**Run 1: nets reached from selected ports**

(4 px per um)
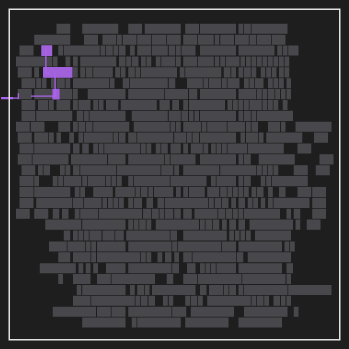
**Run 1: track usage over the die**

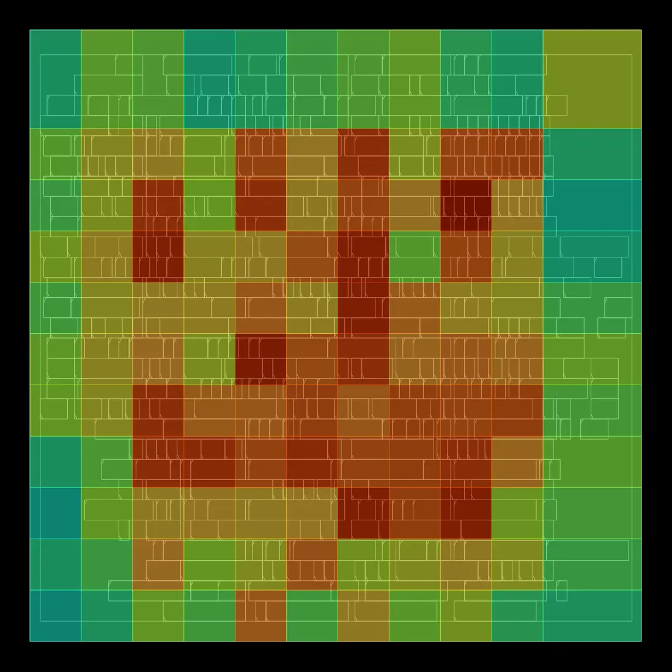
**Run 1: routed metal, one colour a layer**

(4 px per um)
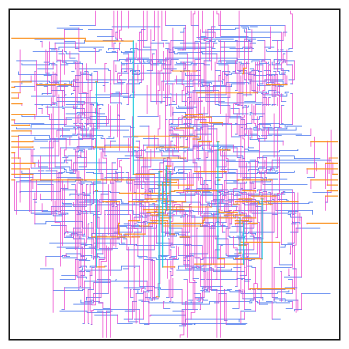
==> src/rtl/uart_rx_ctrl_if.sv <==
// Signal bundle between the UART receive controller and its environment:
// line config, receiver pulses, read stream and error status.
interface uart_rx_ctrl_if #(
  parameter int DATA_WIDTH     = 8,
  parameter int PRESCALE_WIDTH = 5,
  parameter int ADDR_WIDTH     = 2
);
  logic                      cfg_wr;
  logic [PRESCALE_WIDTH-1:0] cfg_prescale;
  logic                      cfg_par_en;
  logic                      cfg_par_typ;
  logic                      cfg_pend;
  logic [PRESCALE_WIDTH-1:0] Prescale;
  logic                      PAR_EN;
  logic                      PAR_TYP;
  logic                      RX_IN;
  logic [DATA_WIDTH-1:0]     rx_p_data;
  logic                      rx_data_valid;
  logic                      rx_par_err;
  logic                      rx_stp_err;
  logic [DATA_WIDTH-1:0]     rd_data;
  logic                      rd_valid;
  logic                      rd_ready;
  logic [ADDR_WIDTH:0]       fifo_cnt;
  logic                      frame_busy;
  logic                      ovr_flag;
  logic                      par_flag;
  logic                      stp_flag;
  logic [7:0]                err_cnt;
  logic                      clr_err;

  modport slave (
    input  cfg_wr, cfg_prescale, cfg_par_en, cfg_par_typ,
    input  RX_IN, rx_p_data, rx_data_valid, rx_par_err, rx_stp_err,
    input  rd_ready, clr_err,
    output cfg_pend, Prescale, PAR_EN, PAR_TYP,
    output rd_data, rd_valid, fifo_cnt, frame_busy,
    output ovr_flag, par_flag, stp_flag, err_cnt
  );

  modport master (
    output cfg_wr, cfg_prescale, cfg_par_en, cfg_par_typ,
    output RX_IN, rx_p_data, rx_data_valid, rx_par_err, rx_stp_err,
    output rd_ready, clr_err,
    input  cfg_pend, Prescale, PAR_EN, PAR_TYP,
    input  rd_data, rd_valid, fifo_cnt, frame_busy,
    input  ovr_flag, par_flag, stp_flag, err_cnt
  );
endinterface

==> src/rtl/uart_rx_ctrl.sv <==
// Control/buffer wrapper for a UART receiver: frame tracking with timeout,
// between-frame config switching, receive FIFO and sticky error status.
module uart_rx_ctrl #(
  parameter int DATA_WIDTH     = 8,
  parameter int PRESCALE_WIDTH = 5,
  parameter int FIFO_DEPTH     = 4,
  parameter int ADDR_WIDTH     = 2
) (
  input logic           CLK,
  input logic           RST,
  uart_rx_ctrl_if.slave bus
);
  localparam int BIT_W = $clog2(DATA_WIDTH + 5);
  localparam int CNT_W = ADDR_WIDTH + 1;

  typedef enum logic {IDLE, FRAME} state_t;

  state_t                    state, state_next;
  logic                      cfg_apply;
  logic [PRESCALE_WIDTH-1:0] clk_cnt;
  logic [BIT_W-1:0]          bit_cnt;
  logic                      bit_end, frame_timeout, frame_end;

  logic [PRESCALE_WIDTH-1:0] sh_prescale;
  logic                      sh_par_en, sh_par_typ;

  logic [DATA_WIDTH-1:0]     mem [FIFO_DEPTH];
  logic [ADDR_WIDTH-1:0]     wr_ptr, rd_ptr, rd_ptr_next;
  logic [CNT_W-1:0]          cnt, cnt_next;
  logic                      pop, full, do_push;
  logic [DATA_WIDTH-1:0]     head_next;

  function automatic logic [7:0] sat_add(input logic [7:0] base, input logic [1:0] inc);
    logic [8:0] sum;
    sum = {1'b0, base} + {7'b0, inc};
    return (sum > 9'd255) ? 8'hFF : sum[7:0];
  endfunction

  assign bit_end       = (clk_cnt == bus.Prescale - PRESCALE_WIDTH'(1));
  // Last bit index = data + start + stop + optional parity, plus one spare bit.
  assign frame_timeout = bit_end && (bit_cnt == BIT_W'(DATA_WIDTH + 2) + BIT_W'(bus.PAR_EN));
  assign frame_end     = bus.rx_data_valid | bus.rx_par_err | bus.rx_stp_err | frame_timeout;

  always_ff @(posedge CLK or negedge RST) begin
    if (!RST) state <= IDLE;
    else      state <= state_next;
  end

  always_comb begin
    state_next = state;
    cfg_apply  = 1'b0;
    case (state)
      IDLE: begin
        if (!bus.RX_IN)        state_next = FRAME;
        else if (bus.cfg_pend) cfg_apply  = 1'b1;
      end
      FRAME: if (frame_end) state_next = IDLE;
      default: state_next = IDLE;
    endcase
  end

  always_ff @(posedge CLK or negedge RST) begin
    if (!RST) begin
      clk_cnt <= '0;
      bit_cnt <= '0;
    end else if (state == IDLE) begin
      clk_cnt <= '0;
      bit_cnt <= '0;
    end else if (bit_end) begin
      clk_cnt <= '0;
      bit_cnt <= bit_cnt + BIT_W'(1);
    end else begin
      clk_cnt <= clk_cnt + PRESCALE_WIDTH'(1);
    end
  end

  assign bus.frame_busy = (state == FRAME);

  // Shadow always takes a write; the active set only moves from the old shadow.
  always_ff @(posedge CLK or negedge RST) begin
    if (!RST) begin
      sh_prescale  <= PRESCALE_WIDTH'(8);
      sh_par_en    <= 1'b0;
      sh_par_typ   <= 1'b0;
      bus.cfg_pend <= 1'b0;
      bus.Prescale <= PRESCALE_WIDTH'(8);
      bus.PAR_EN   <= 1'b0;
      bus.PAR_TYP  <= 1'b0;
    end else begin
      if (cfg_apply) begin
        bus.Prescale <= sh_prescale;
        bus.PAR_EN   <= sh_par_en;
        bus.PAR_TYP  <= sh_par_typ;
      end
      if (bus.cfg_wr) begin
        sh_prescale  <= bus.cfg_prescale;
        sh_par_en    <= bus.cfg_par_en;
        sh_par_typ   <= bus.cfg_par_typ;
        bus.cfg_pend <= 1'b1;
      end else if (cfg_apply) begin
        bus.cfg_pend <= 1'b0;
      end
    end
  end

  assign bus.rd_valid = (cnt != '0);
  assign bus.fifo_cnt = cnt;
  assign pop          = bus.rd_valid & bus.rd_ready;
  assign full         = (cnt == CNT_W'(FIFO_DEPTH));
  assign do_push      = bus.rx_data_valid & (~full | pop);
  assign rd_ptr_next  = rd_ptr + ADDR_WIDTH'(pop);
  assign cnt_next     = cnt + CNT_W'(do_push) - CNT_W'(pop);

  // The registered head must bypass the incoming byte when it lands in an empty slot.
  always_comb begin
    head_next = mem[rd_ptr_next];
    if ((cnt - CNT_W'(pop)) == '0) head_next = bus.rx_p_data;
  end

  always_ff @(posedge CLK) begin
    if (do_push) mem[wr_ptr] <= bus.rx_p_data;
  end

  always_ff @(posedge CLK or negedge RST) begin
    if (!RST) begin
      wr_ptr      <= '0;
      rd_ptr      <= '0;
      cnt         <= '0;
      bus.rd_data <= '0;
    end else begin
      if (do_push) wr_ptr <= wr_ptr + ADDR_WIDTH'(1);
      rd_ptr <= rd_ptr_next;
      cnt    <= cnt_next;
      if (cnt_next != '0) bus.rd_data <= head_next;
    end
  end

  always_ff @(posedge CLK or negedge RST) begin
    if (!RST) begin
      bus.ovr_flag <= 1'b0;
      bus.par_flag <= 1'b0;
      bus.stp_flag <= 1'b0;
      bus.err_cnt  <= 8'd0;
    end else begin
      bus.ovr_flag <= (bus.ovr_flag & ~bus.clr_err) | (bus.rx_data_valid & full & ~pop);
      bus.par_flag <= (bus.par_flag & ~bus.clr_err) | bus.rx_par_err;
      bus.stp_flag <= (bus.stp_flag & ~bus.clr_err) | bus.rx_stp_err;
      bus.err_cnt  <= sat_add(bus.clr_err ? 8'd0 : bus.err_cnt,
                              {1'b0, bus.rx_par_err} + {1'b0, bus.rx_stp_err});
    end
  end
endmodule

==> src/flat_wrapper.sv <==
// flat-port wrapper written by rule: the top's interface ports become plain ports
module uart_rx_ctrl_flat 
#(
  parameter int DATA_WIDTH     = 8,
  parameter int PRESCALE_WIDTH = 5,
  parameter int FIFO_DEPTH     = 4,
  parameter int ADDR_WIDTH     = 2
)
  (CLK, RST, bus_cfg_wr, bus_cfg_prescale, bus_cfg_par_en, bus_cfg_par_typ, bus_RX_IN, bus_rx_p_data, bus_rx_data_valid, bus_rx_par_err, bus_rx_stp_err, bus_rd_ready, bus_clr_err, bus_cfg_pend, bus_Prescale, bus_PAR_EN, bus_PAR_TYP, bus_rd_data, bus_rd_valid, bus_fifo_cnt, bus_frame_busy, bus_ovr_flag, bus_par_flag, bus_stp_flag, bus_err_cnt);
  uart_rx_ctrl_if #(.DATA_WIDTH(DATA_WIDTH), .PRESCALE_WIDTH(PRESCALE_WIDTH), .ADDR_WIDTH(ADDR_WIDTH)) bus_i ();
  input logic CLK;
  input logic RST;
  input wire logic [$bits(bus_i.cfg_wr)-1:0] bus_cfg_wr;
  input wire logic [$bits(bus_i.cfg_prescale)-1:0] bus_cfg_prescale;
  input wire logic [$bits(bus_i.cfg_par_en)-1:0] bus_cfg_par_en;
  input wire logic [$bits(bus_i.cfg_par_typ)-1:0] bus_cfg_par_typ;
  input wire logic [$bits(bus_i.RX_IN)-1:0] bus_RX_IN;
  input wire logic [$bits(bus_i.rx_p_data)-1:0] bus_rx_p_data;
  input wire logic [$bits(bus_i.rx_data_valid)-1:0] bus_rx_data_valid;
  input wire logic [$bits(bus_i.rx_par_err)-1:0] bus_rx_par_err;
  input wire logic [$bits(bus_i.rx_stp_err)-1:0] bus_rx_stp_err;
  input wire logic [$bits(bus_i.rd_ready)-1:0] bus_rd_ready;
  input wire logic [$bits(bus_i.clr_err)-1:0] bus_clr_err;
  output wire logic [$bits(bus_i.cfg_pend)-1:0] bus_cfg_pend;
  output wire logic [$bits(bus_i.Prescale)-1:0] bus_Prescale;
  output wire logic [$bits(bus_i.PAR_EN)-1:0] bus_PAR_EN;
  output wire logic [$bits(bus_i.PAR_TYP)-1:0] bus_PAR_TYP;
  output wire logic [$bits(bus_i.rd_data)-1:0] bus_rd_data;
  output wire logic [$bits(bus_i.rd_valid)-1:0] bus_rd_valid;
  output wire logic [$bits(bus_i.fifo_cnt)-1:0] bus_fifo_cnt;
  output wire logic [$bits(bus_i.frame_busy)-1:0] bus_frame_busy;
  output wire logic [$bits(bus_i.ovr_flag)-1:0] bus_ovr_flag;
  output wire logic [$bits(bus_i.par_flag)-1:0] bus_par_flag;
  output wire logic [$bits(bus_i.stp_flag)-1:0] bus_stp_flag;
  output wire logic [$bits(bus_i.err_cnt)-1:0] bus_err_cnt;
  assign bus_i.cfg_wr = bus_cfg_wr;
  assign bus_i.cfg_prescale = bus_cfg_prescale;
  assign bus_i.cfg_par_en = bus_cfg_par_en;
  assign bus_i.cfg_par_typ = bus_cfg_par_typ;
  assign bus_i.RX_IN = bus_RX_IN;
  assign bus_i.rx_p_data = bus_rx_p_data;
  assign bus_i.rx_data_valid = bus_rx_data_valid;
  assign bus_i.rx_par_err = bus_rx_par_err;
  assign bus_i.rx_stp_err = bus_rx_stp_err;
  assign bus_i.rd_ready = bus_rd_ready;
  assign bus_i.clr_err = bus_clr_err;
  assign bus_cfg_pend = bus_i.cfg_pend;
  assign bus_Prescale = bus_i.Prescale;
  assign bus_PAR_EN = bus_i.PAR_EN;
  assign bus_PAR_TYP = bus_i.PAR_TYP;
  assign bus_rd_data = bus_i.rd_data;
  assign bus_rd_valid = bus_i.rd_valid;
  assign bus_fifo_cnt = bus_i.fifo_cnt;
  assign bus_frame_busy = bus_i.frame_busy;
  assign bus_ovr_flag = bus_i.ovr_flag;
  assign bus_par_flag = bus_i.par_flag;
  assign bus_stp_flag = bus_i.stp_flag;
  assign bus_err_cnt = bus_i.err_cnt;
  uart_rx_ctrl #(.DATA_WIDTH(DATA_WIDTH), .PRESCALE_WIDTH(PRESCALE_WIDTH), .FIFO_DEPTH(FIFO_DEPTH), .ADDR_WIDTH(ADDR_WIDTH)) u_core (.CLK(CLK), .RST(RST), .bus(bus_i));
endmodule
==> config.mk <==
export PLATFORM = sky130hd
export DESIGN_NAME = uart_rx_ctrl_flat
export DESIGN_NICKNAME = d
export VERILOG_FILES = /design/src/rtl/uart_rx_ctrl_if.sv /design/src/rtl/uart_rx_ctrl.sv /design/src/flat_wrapper.sv
export SDC_FILE = /design/constraint.sdc
export NUM_CORES = 1
export LEC_CHECK = 0
export ABC_AREA = 1
export CORE_UTILIZATION = 61
export CTS_BUF_LIST = sky130_fd_sc_hd__clkbuf_8
export CTS_CLUSTER_SIZE = 16
export DETAILED_ROUTE_END_ITERATION = 6
export PLACE_DENSITY = 0.95
export REMOVE_ABC_BUFFERS = 1
export SLEW_MARGIN = 20
export SYNTH_ARGS = -nofsm -noshare
export SYNTH_HDL_FRONTEND = slang
export SYNTH_SLANG_ARGS = --single-unit
==> constraint.sdc <==
create_clock -name CLK -period 4.85 [get_ports CLK]
set_input_delay 1.455 -clock CLK [delete_from_list [all_inputs] [get_ports CLK]]
set_output_delay 1.455 -clock CLK [all_outputs]
set_load 0.02 [all_outputs]
==> out/summary.log, run 1 <==
[outcome] run status completed
[cells_and_area] fraction of final layout cells with drive strength greater than 1 7.56%
[global_route] maximum number of pins on one net before global-route repair 52
[global_route] vias in the first global route 2991
[critical_path] Crit Path Max Fanout 9
[cells_and_area] Non-Filler Cell Area, Final 0.00474 mm2
[synthesis] Netlist Area Pre-Place 0.00393 mm2
[synthesis] instance count of the mapped netlist 410
[route] number of DRC violations after detailed routing 0
[synthesis] share of async-settable or async-resettable flops after synthesis 61.4%
[critical_path] startpoint type of the worst setup path primary input
[die] Chip Footprint 0.00676 mm2
[synthesis] Top cell area share 31.2%
[critical_path] Critical path buffers and inverters 3
[timing] final tally of max-slew violations 0
[global_route] global route overflow 0
[synthesis] average size of a mapped cell 9.58 um2
[timing] fin crit period 3.85 ns
[clock_network] clock transition at the registers of the reported paths 0.09 ns
[cells_and_area] non-filler instance count after layout 551
[clock_network] post-CTS setup-driven buffer insertion count 0
[clock_network] cts-stage hold buffer count 0
[route] TritonRoute pass-1 iters 5
[synthesis] Synth Flop Type dfrtp_1
[timing] Final Hold Viols 0
[cells_and_area] total of fill cells in the finished design 335
[clock_network] H-tree depth 3
[critical_path] critical path endpoint category flip-flop
[route] post-route antenna net violation count 0
[clock_network] TritonCTS buffer count 9
[synthesis] cell with the most instances after synthesis nand2_1
[critical_path] slowest stage cell on the critical path nor2_1
[synthesis] sequential fraction of the synthesis area 57.0%
[flow_run] maxcap violations 0
[placement] final RePlAce weighted congestion 0.824
[critical_path] worst path arrival time 4.10 ns
[global_route] antenna violations before repair 0
[pwr] areal power density over the cells 561 mW/mm2
[clock_network] Clock Tree Buf Depth 2
[timing] clk_skew 0.0104 ns
[synthesis] cell taking the most area after synthesis dfrtp_1
[critical_path] Setup Crit Path Kind primary input to flip-flop
[timing] worst rel slew slack 51.5%
[timing] count of endpoints failing setup in the final report 0
[route] vias per cell 5.59
[critical_path] Crit path largest cell delay 0.55 ns
[timing] maximum operating frequency 259 MHz
[die] share of the core filled by cells before placement 64.8%
[pwr] Leak Pwr 2.21 nW
[global_route] global-route total usage across every layer 28.3%
[cells_and_area] count of antenna diodes in the layout 0
[route] WL final 8.49 mm
[clock_network] CTS tree yes
[synthesis] number of cells in the yosys synthesis report 410
[timing] Period Utilization, post-route 79.5%
[pwr] maximum ir drop on the vdd rail 0.557 mV
[placement] detailed placer's ending HPWL 5.87 mm
[synthesis] Post-synth EDFFs 32
[synthesis] unique cell type count in the Yosys netlist 34
[timing] Worst-Margin Slew 0.724 ns
[critical_path] required time of the critical path 5.10 ns
[clock_network] clock root buffer clkbuf_8
[clock_network] post-cts sizing count 0
[placement] DP Area 0.00454 mm2
[timing] RSZ-0062 raised after global routing no
[critical_path] family with the most delay on the worst path simple AND/OR/NAND/NOR gates
[die] Std-Cell Rows 28
[hold_path] worst min path class flip-flop to flip-flop
[synthesis] post-synthesis sequential element count 83
[synthesis] YS warnings 0
[clock_network] worst-skew pair later-pin latency 0.35 ns
[route] DR vias 3079
[route] WL/cell 15.4 um
[route] initial drt markers 303
[synthesis] main area contributors dfrtp_1 (31%), edfxtp_1 (24%), nand2_1 (9.9%)
-- 'nets reached from selected ports' (at the start) --
Key: purple = `bus_rx_par_err` [direction input, end cells 3, buffers 1, wire 21.3 um]
I/O pin count: 56
port bufs: 55

-- 'track usage over the die' (at the start) --
utilization after layout: 78.1%
met3 track demand over resource in global routing: 4.07%

-- 'routed metal, one colour a layer' (at the start) --
Key: orange = M3 [wire length 568 um]; cyan = M4 [wire length 222 um]; blue = M1 [wire length 3450 um]; magenta = M2 [wire length 4250 um]

==> run 1: state kept, by name, indices dropped and copies added, names as in the netlist, 3 cells and up <==
signal	cells
u_core.bus.fifo_cnt	3
u_core.bus.Prescale	5
u_core.sh_prescale	5
u_core.mem	32
u_core.bus.err_cnt	8
u_core.clk_cnt	5
u_core.bus.rd_data	8
u_core.bit_cnt	4
==> run 1: worst paths after layout <==
path	start	endpoint	depth (start not counted)
worst max-delay path	bus_rd_ready	u_core.bus.rd_data[3]	12
worst min-delay path	u_core.sh_prescale[4]	u_core.bus.Prescale[4]	2
worst max register to register	u_core.bus.fifo_cnt[2]	u_core.bus.rd_data[3]	11
worst min register to register	u_core.sh_prescale[4]	u_core.bus.Prescale[4]	2
max in group asynchronous	RST	u_core.wr_ptr[0]	1
min in group asynchronous	RST	u_core.bus.cfg_pend	1
==> run 1: final cells by class <==
type / count / area (um2) / share of cell area [%]
tap: 75 / 93.8 / 1.98
inverter: 61 / 229 / 4.83
clock inverter: 7 / 70.1 / 1.48
timing repair buffer: 56 / 556 / 11.7
multi-input combinational: 260 / 1420 / 30.1
sequential: 83 / 2240 / 47.3
clock buffer: 9 / 124 / 2.62
==> run 1: cell families after synthesis <==
family                   share of synthesized area (%)
XOR/XNOR                                          3.31
AND/OR/NAND/NOR                                   19.7
adder cells (fa/ha/maj)                           5.48
AND-OR/OR-AND                                     6.66
buffers and inverters                             6.69
flip-flops                                        57.0
multiplexers                                      1.15
==> run 1: worst reg2reg max path: stages (launching register included) <==
cell	delay (ns)
dfrtp_1	0.46
inv_2	0.10
a21oi_1	0.30
ha_1	0.26
inv_1	0.11
ha_1	0.31
nor2_1	0.55
nand3_4	0.22
o21ai_0	0.18
o21ai_1	0.11
nand2_1	0.08
nand2_1	0.05
==> run 1: placed cells by master (no fill, tap or decap), types with 2 or more instances in the layout <==
cell type / count
xnor2_1: 4
clkdlybuf4s50_1: 54
inv_1: 58
fa_1: 2
clkinv_2: 2
inv_2: 4
a21o_1: 2
clkinv_4: 3
edfxtp_1: 32
buf_4: 2
o21ai_0: 38
clkbuf_8: 9
ha_1: 14
o21ai_1: 7
nand4_1: 8
nand3_1: 18
nand2_1: 104
xor2_1: 9
mux2_2: 4
nor2_1: 36
dfrtp_1: 49
dfstp_2: 2
==> run 1: stage by stage <==
| stage | hold slack (ns) | worst slack, ns | total power, mW |
|---|---|---|---|
| finish | 0.489 | 0.996 | 2.66 |
| global route | 0.509 | 0.919 | 2.83 |
| CTS | 0.491 | 1.08 | 2.64 |
| detailed placement | 0.468 | 0.828 | 2.13 |
| global placement | 0.463 | 1.06 | 2.05 |
| floorplan | 0.449 | 1.72 | 1.71 |
==> run 1: metal layers <==
layer,vias to the layer above,wire [um],GRT usage [%]
li1,1442,-,-
met1,1451,3450,37.6
met2,160,4250,46.3
met3,26,567,4.07
met4,0,221,12.8
met5,-,0,0
==> run 1: power breakdown <==
part	total, mW	internal (mW)	switching [mW]
registers	0.999	0.900	0.0985
clock network	0.484	0.237	0.247
logic	1.17	0.416	0.759
**Run 1: pin map**

(3 px per um) Pins as bars across the die edge, other pins in grey.
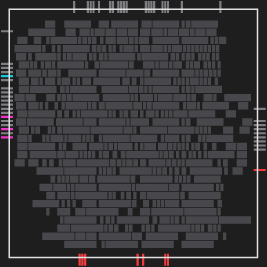

==> run 2, diff against run 1 <==
Settings changed: CORE_UTILIZATION 61 to 51, PLACE_DENSITY 0.95 to 0.87.
Clock period 4.85 ns to 3.5 ns, I/O delays scaled along.
**Run 2: pin map**

(3 px per um) Pins as bars across the die edge, other pins in grey.
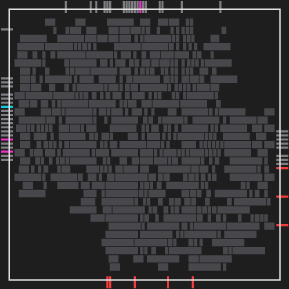
Key: cyan = `bus_rx_par_err` [pins 1, direction input, edge left]; red = `bus_rx_p_data` [pins 8, direction input, edge 5 bottom, 3 right]; magenta = `bus_fifo_cnt` [pins 3, direction output, edge 2 left, 1 top]
All pins by edge: 21 left, 19 top, 11 right, 5 bottom.

**Run 2: track usage over the die**

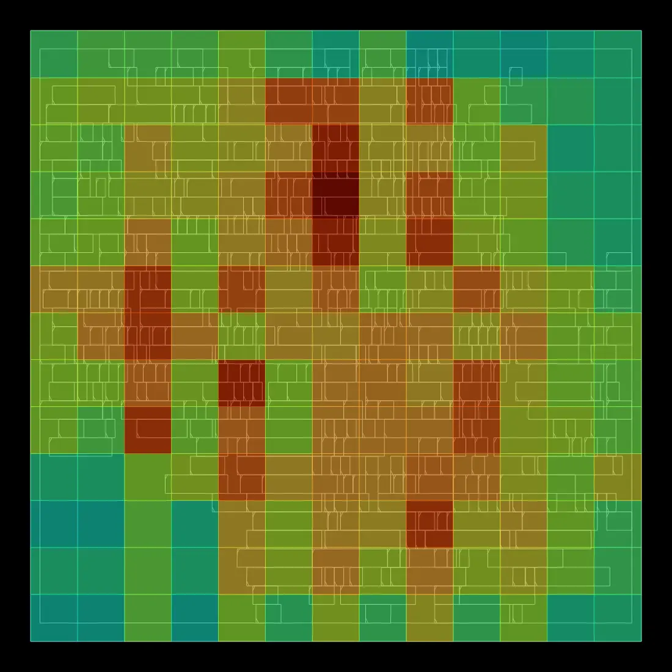
WL/cell: 13.8 um
met3 track demand over resource in global routing: 5.50%
GR peak layer: met2
global-route total usage across every layer: 21.4%
met1 track demand over resource in global routing: 28.7%

==> run 2 against run 1 <==
  * Via count shrank 5.1%
  * Sequential power up 38%
  * Critical path depth unchanged
  * Core utilization fell by 12 points
  * Synthesized cell count did not move
  * Global-route usage fell by 6.9 points
  * Synthesized area unchanged
  * Clock skew up 0.0022 ns
  * Routed wire length down 4.9%
  * Largest power group unchanged
==> out/summary.log, run 2 <==
[cells_and_area] utilization after layout 65.7%
[hold_path] instance count along the most critical hold path 1
[route] initial drt markers 177
[timing] clk_skew 0.0126 ns
[critical_path] start point of the critical path bus_rd_ready
[critical_path] Crit Path Max Fanout 9
[cells_and_area] number of flip-flops in the largest register 32
[global_route] maximum number of pins on one net before global-route repair 34
[cells_and_area] Top Layout Cells nand2_1 (104), inv_1 (57), clkdlybuf4s50_1 (54)
[clock_network] CTS tree yes
[synthesis] unique cell type count in the Yosys netlist 34
[clock_network] clock root buffer clkbuf_8
[global_route] antenna violations before repair 0
[synthesis] Top cell area share 31.2%
[pwr] proportion of power drawn by flip-flops and latches 38.2%
[critical_path] required time of the critical path 3.79 ns
[pwr] combinational share of power 44.7%
[timing] count of endpoints failing setup in the final report 0
[synthesis] Netlist Area Pre-Place 0.00393 mm2
[synthesis] comb area leader simple AND/OR/NAND/NOR gates
[synthesis] share of async-settable or async-resettable flops after synthesis 61.4%
[synthesis] number of cells in the yosys synthesis report 410
[cells_and_area] register containing the most flip-flops in the final layout u_core.mem
[cells_and_area] total of fill cells in the finished design 556
[critical_path] worst path arrival time 3.30 ns
[timing] final tally of max-slew violations 0
[synthesis] instance count of the mapped netlist 410
[critical_path] critical path endpoint category flip-flop
[critical_path] slowest stage cell on the critical path clkdlybuf4s50_1
[synthesis] cell taking the most area after synthesis dfrtp_1
[clock_network] cts-stage hold buffer count 0
[pwr] cell internal pwr 2.12 mW
[route] DR vias 2921
[route] WL final 8.07 mm
[synthesis] post-synthesis sequential element count 83
[synthesis] Simple Share, Synth 19.7%
[route] number of DRC violations after detailed routing 0
[critical_path] Crit path largest cell delay 0.49 ns
[timing] Final Hold Viols 0
[pwr] Power Total 3.60 mW
[die] Chip Footprint 0.00805 mm2
[route] post-route antenna net violation count 0
[cells_and_area] most common cell after layout, fill and taps aside nand2_1
[critical_path] Setup Crit Path Kind primary input to flip-flop
[global_route] global-route wire length before repair 13.5 mm
[clock_network] H-tree depth 3
[clock_network] post-cts sizing count 0
[synthesis] Synth Flop Type dfrtp_1
[placement] detailed placer's ending HPWL 5.81 mm
[cells_and_area] fraction of final layout cells with drive strength greater than 1 9.28%
[clock_network] worst-skew pair later-pin latency 0.35 ns
[synthesis] XORs/XNORs by Area 3.31%
[die] share of the core filled by cells before placement 53.6%
[timing] Period Utilization, post-route 86.0%
[die] Std-Cell Rows 31
[pwr] maximum ir drop on the vdd rail 0.383 mV
[synthesis] AO/OA Area Share 6.66%
[hold_path] beginning of the worst hold path u_core.bus.par_flag
[clock_network] post-CTS setup-driven buffer insertion count 0
[route] vias per cell 5.00
[synthesis] average size of a mapped cell 9.58 um2
[clock_network] clock transition at the registers of the reported paths 0.09 ns
[flow_run] maxcap violations 0
[synthesis] sequential fraction of the synthesis area 57.0%
[synthesis] main area contributors dfrtp_1 (31%), edfxtp_1 (24%), nand2_1 (9.9%)
[synthesis] YS warnings 0
[placement] final RePlAce weighted congestion 0.820
[timing] worst rel slew slack 65.5%
[die] I/O pin count 56
[synthesis] cell with the most instances after synthesis nand2_1
[clock_network] TritonCTS buffer count 9
[global_route] global route overflow 0
[pwr] Leak Pwr 2.23 nW
[flow_run] stage-log warning count 31
[placement] port bufs 55
[global_route] vias in the first global route 2868
[synthesis] Post-synth EDFFs 32
[pwr] areal power density over the cells 748 mW/mm2
[pwr] switching power 1.48 mW
[cells_and_area] count of antenna diodes in the layout 0
[outcome] run status completed
[timing] Worst-Margin Slew 0.517 ns
[critical_path] startpoint type of the worst setup path primary input
[cells_and_area] largest registers ranked by flip-flop count u_core.mem x32, u_core.bus.err_cnt x8, u_core.bus.rd_data x8
[pwr] relative contribution of the clock network to total power 17.1%
[hold_path] worst min path class flip-flop to flip-flop
[critical_path] worst r2r path cells 11
[synthesis] portion of netlist area occupied by mux cells 1.15%
[timing] fin crit period 3.01 ns
[timing] maximum operating frequency 332 MHz
[run 2: cell count changes in the layout (fill, tap and decap cells not counted), sizes merged]
cell,change
clkinv,-2
bufinv,-1
clkinvlp,+3
buf,+9
[run 2: power groups by stage]
stage | clock network, mW | registers (mW) | logic, mW
floorplan | 0 | 1.49 | 0.887
global placement | 0 | 1.39 | 1.53
detailed placement | 0 | 1.39 | 1.60
CTS | 0.623 | 1.38 | 1.61
global route | 0.662 | 1.40 | 1.81
finish | 0.616 | 1.38 | 1.61
[run 2: area by class of cell]
cell class	count	area (um2)	area share [%]
Inverter	61	229	4.76
Timing Repair Buffer	65	621	12.9
Sequential cell	83	2240	46.5
Multi-Input combinational cell	260	1420	29.6
Clock buffer	9	124	2.57
Tap cell	99	124	2.57
Clock inverter	7	52.6	1.09
[run 2: worst paths after layout]
| check | endpoint | slack [ns] |
|---|---|---|
| setup / recovery | u_core.bus.rd_data[5] | 0.49 |
| hold / removal | u_core.bus.par_flag | 0.49 |
| setup reg to reg | u_core.bus.rd_data[5] | 1.08 |
| hold reg to reg | u_core.bus.par_flag | 0.49 |
| max in group asynchronous | u_core.sh_prescale[3] | 2.11 |
| min in group asynchronous | u_core.clk_cnt[2] | 0.61 |
[run 2: logic make-up (layout without fill, tap and decap cells)]
| group | count (synthesis) | count (layout) |
|---|---|---|
| buf+inv | 67 | 142 |
| xor+xnor | 14 | 14 |
| fa+ha+maj | 16 | 16 |
| flops | 83 | 83 |
| simple gates | 176 | 176 |
| mux | 4 | 4 |
| compound gates | 50 | 50 |
[run 2: critical path, delay by kind of cell]
kind	cells	cell delay, ns
fa+ha+maj	3	0.75
xor+xnor	1	0.21
simple gates	3	0.35
compound gates	1	0.17
buf+inv	4	0.76
[run 2: through the flow]
step                setup slack (ns)  hold slack, ns  area [um2]  instances
CTS                            0.519           0.489        4810        584
finish                         0.489           0.489        4810        584
floorplan                      0.775           0.449        3890        404
detailed placement             0.166           0.469        4640        568
global placement               0.232           0.462        4640        568
global route                   0.280           0.510        4810        584
[run 2: per-layer routing]
metal | GRT usage [%] | vias up | routed length, um
li1 | - | 1453 | -
met1 | 28.7 | 1361 | 3560
met2 | 33.6 | 95 | 3760
met3 | 5.50 | 12 | 572
met4 | 8.61 | 0 | 176
met5 | 0 | - | 0
**Run 2: where the registers sit**

(3 px per um) Other sequential cells in the stronger grey, the rest of the logic in the fainter grey.
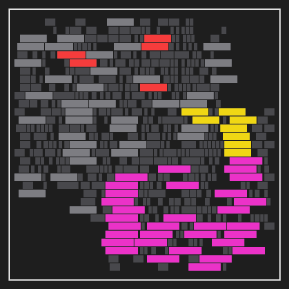

==> run 3, diff against run 2 <==
Settings changed: CELL_PAD_IN_SITES_DETAIL_PLACEMENT from default to 0, CELL_PAD_IN_SITES_GLOBAL_PLACEMENT from default to 2, CORE_ASPECT_RATIO from default to 0.8, CORE_UTILIZATION 51 to 32.
Clock period 3.5 ns to 2.5 ns, I/O delays scaled along.
**Run 3: where the registers sit**

(2 px per um) Other sequential cells in the stronger grey, the rest of the logic in the fainter grey.
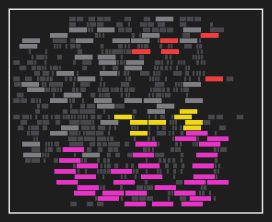
Key: magenta = `u_core.mem` [flops 32]; yellow = `u_core.bus.rd_data` [flops 8]; red = `u_core.bus.Prescale` [flops 5]
Another 38 sequential cells are not coloured.
sequential power: 1.92 mW
flip-flop and latch share of the layout cell area: 43.7%
utilization after layout: 43.7%
storage element area: 0.00224 mm2

**Run 3: track usage over the die**

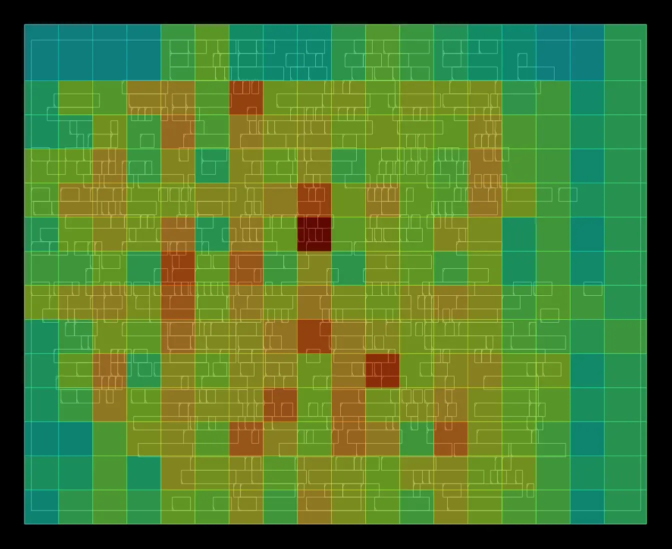
met1 track demand over resource in global routing: 20.9%
Global Route met2 Usage: 21.8%
WL/cell: 12.9 um

==> run 3 against run 2 <==
  * Die size increased by 58%
  * Highest routed layer unchanged
  * Hold slack worse by 0.13 ns
  * Non-clock buffer count up 24
  * Clock-buffer cell count did not move
==> out/summary.log, run 3 <==
[placement] final RePlAce weighted congestion 0.786
[synthesis] instance count of the mapped netlist 410
[die] Std-Cell Rows 35
[route] post-route antenna net violation count 0
[global_route] global-route total usage across every layer 14.4%
[flow_run] maxcap violations 0
[route] initial drt markers 154
[critical_path] Setup Crit Path Kind flip-flop to output pin
[critical_path] critical path endpoint category output pin
[route] WL final 8.49 mm
[placement] detailed placer's ending HPWL 6.10 mm
[synthesis] Netlist Area Pre-Place 0.00393 mm2
[cells_and_area] count of antenna diodes in the layout 0
[outcome] run status completed
[clock_network] clock root buffer clkbuf_8
[flow_run] stage-log warning count 31
[route] DR vias 2928
[die] die width 126 um
[timing] Period Utilization, post-route 95.0%
[critical_path] Crit Path Max Fanout 3
[route] number of DRC violations after detailed routing 0
[clock_network] Clock Tree Buf Depth 2
[synthesis] most used standard cells in the synthesized netlist nand2_1 (104), inv_1 (57), dfrtp_1 (49)
[critical_path] required time of the critical path 1.75 ns
[synthesis] unique cell type count in the Yosys netlist 34
[timing] fin crit period 2.37 ns
[global_route] antenna violations before repair 0
[die] Chip Footprint 0.0127 mm2
[clock_network] CTS sink count 83
[synthesis] Synth Flop Type dfrtp_1
[cells_and_area] register containing the most flip-flops in the final layout u_core.mem
[synthesis] number of cells in the yosys synthesis report 410
[clock_network] CTS tree yes
[synthesis] post-synthesis sequential element count 83
[die] share of the core filled by cells before placement 33.5%
[synthesis] Top cell area share 31.2%
[clock_network] TritonCTS buffer count 9
[synthesis] main area contributors dfrtp_1 (31%), edfxtp_1 (24%), nand2_1 (9.9%)
[global_route] vias in the first global route 3016
[timing] RSZ-0062 raised after global routing no
[synthesis] post-synthesis chip area from yosys 0.00393 mm2
[timing] final tally of max-slew violations 0
[pwr] maximum ir drop on the vdd rail 0.539 mV
[synthesis] Post-synth EDFFs 32
[clock_network] clock transition at the registers of the reported paths 0.09 ns
[critical_path] worst path arrival time 1.62 ns
[timing] clk_skew 0.0156 ns
[cells_and_area] most common cell after layout, fill and taps aside nand2_1
[cells_and_area] largest registers ranked by flip-flop count u_core.mem x32, u_core.bus.err_cnt x8, u_core.bus.rd_data x8
[timing] Final Hold Viols 0
[timing] maximum operating frequency 421 MHz
[timing] worst rel slew slack 72.0%
[cells_and_area] nets@finish 546
[die] area of the core 0.0117 mm2
[route] vias per cell 4.44
[clock_network] worst-skew pair later-pin latency 0.35 ns
[synthesis] share of async-settable or async-resettable flops after synthesis 61.4%
[cells_and_area] Top Layout Cells nand2_1 (103), inv_1 (56), clkdlybuf4s50_1 (53)
[synthesis] average size of a mapped cell 9.58 um2
[hold_path] worst min path class primary input to asynchronous set/reset pin
[global_route] global-route wire length before repair 14.4 mm
[pwr] areal power density over the cells 1080 mW/mm2
[pwr] Leak Pwr 2.37 nW
[route] TritonRoute pass-1 iters 4
[critical_path] startpoint type of the worst setup path flip-flop
[synthesis] sequential fraction of the synthesis area 57.0%
[cells_and_area] number of flip-flops in the largest register 32
[critical_path] worst r2r path cells 11
[timing] count of endpoints failing setup in the final report 0
[global_route] global route overflow 0
[die] vertical die dimension 101 um
[global_route] maximum number of pins on one net before global-route repair 52
[placement] port bufs 55
[timing] Setup Total Neg Slack 0 ns
[die] I/O pin count 56
[cells_and_area] Non-Filler Cell Area, Final 0.00512 mm2
[timing] Worst-Margin Slew 0.418 ns
[cells_and_area] Syn-to-layout area delta 30.5%
[placement] DP Area 0.00489 mm2
[synthesis] YS warnings 0
[synthesis] cell with the most instances after synthesis nand2_1
[clock_network] H-tree depth 3
[synthesis] cell taking the most area after synthesis dfrtp_1
[cells_and_area] fraction of final layout cells with drive strength greater than 1 15.3%
## run 3: cell counts after synthesis
No cell type changed its count.
## run 3: path summary, 6_finish.rpt
path / slack [ns] / startpoint / end
max in group asynchronous: 1.82 / RST / u_core.bus.Prescale[3]
hold / removal: 0.36 / RST / u_core.sh_prescale[4]
setup / recovery: 0.13 / u_core.bus.fifo_cnt[0] / bus_rd_valid
hold reg to reg: 0.49 / u_core.sh_prescale[3] / u_core.sh_prescale[3]
min in group CLK: 0.49 / u_core.sh_prescale[3] / u_core.sh_prescale[3]
setup reg to reg: 0.16 / u_core.bus.fifo_cnt[0] / u_core.bus.fifo_cnt[2]
## run 3: cell type report
cell class | count | area, um2
multi-input cells | 261 | 1460
well taps | 148 | 185
clock inverters | 7 | 50.0
repair inverters | 1 | 7.51
clock buffers | 9 | 124
inverters | 61 | 231
fillers | 1153 | 6610
flip-flops and latches | 83 | 2240
repair buffers | 89 | 825
## run 3: through the flow
stage	setup slack (ns)	hold slack [ns]	util [%]	power, mW	cells
floorplan	0.0746	0.449	-	3.33	404
global placement	-0.507	0.472	41.7	4.39	639
detailed placement	-0.573	0.479	41.7	4.45	639
CTS	0.137	0.379	43.7	5.58	659
global route	0.0271	0.389	43.7	6.03	659
finish	0.125	0.363	43.7	5.53	659
## run 3: logic make-up after synthesis
group	count (synthesis)	synth area share [%]
and+or+nand+nor	176	19.7
DFF	83	57.0
buffers and inverters	67	6.69
AOI/OAI and AO/OA	50	6.66
adders and majority gates	16	5.48
xor gates and xnor gates	14	3.31
muxes	4	1.15
## run 3: repair_timing
item | in CTS | in global routing
endpoints found under the setup margin | 8 | 0
gates resized | 12 | 0
buffers inserted | 2 | 0
hold buffers | 0 | 0
## run 3: worst max-delay path, cell delays in order (launching register included)
cell and delay [ns]:
dfrtp_1 0.41, nor2_1 0.22, nand2_1 0.10, clkdlybuf4s50_1 0.55
## run 3: power breakdown
| part | leakage (nW) | total, mW | switching, mW | internal, mW |
|---|---|---|---|---|
| Combinational | 1.36 | 2.72 | 1.55 | 1.18 |
| Sequential | 0.925 | 1.92 | 0.174 | 1.74 |
| Clock | 0.0841 | 0.883 | 0.516 | 0.367 |
| Total | 2.37 | 5.53 | 2.24 | 3.29 |
## run 3: routing by layer
metal	vias up	global-route usage, %	wire length (um)
met3	5	2.92	304
met1	1369	20.9	4450
li1	1507	-	-
met2	47	21.8	3660
met4	0	3.61	72
met5	-	0	0
No activity file was given, so power comes from the tool's default toggle rates.
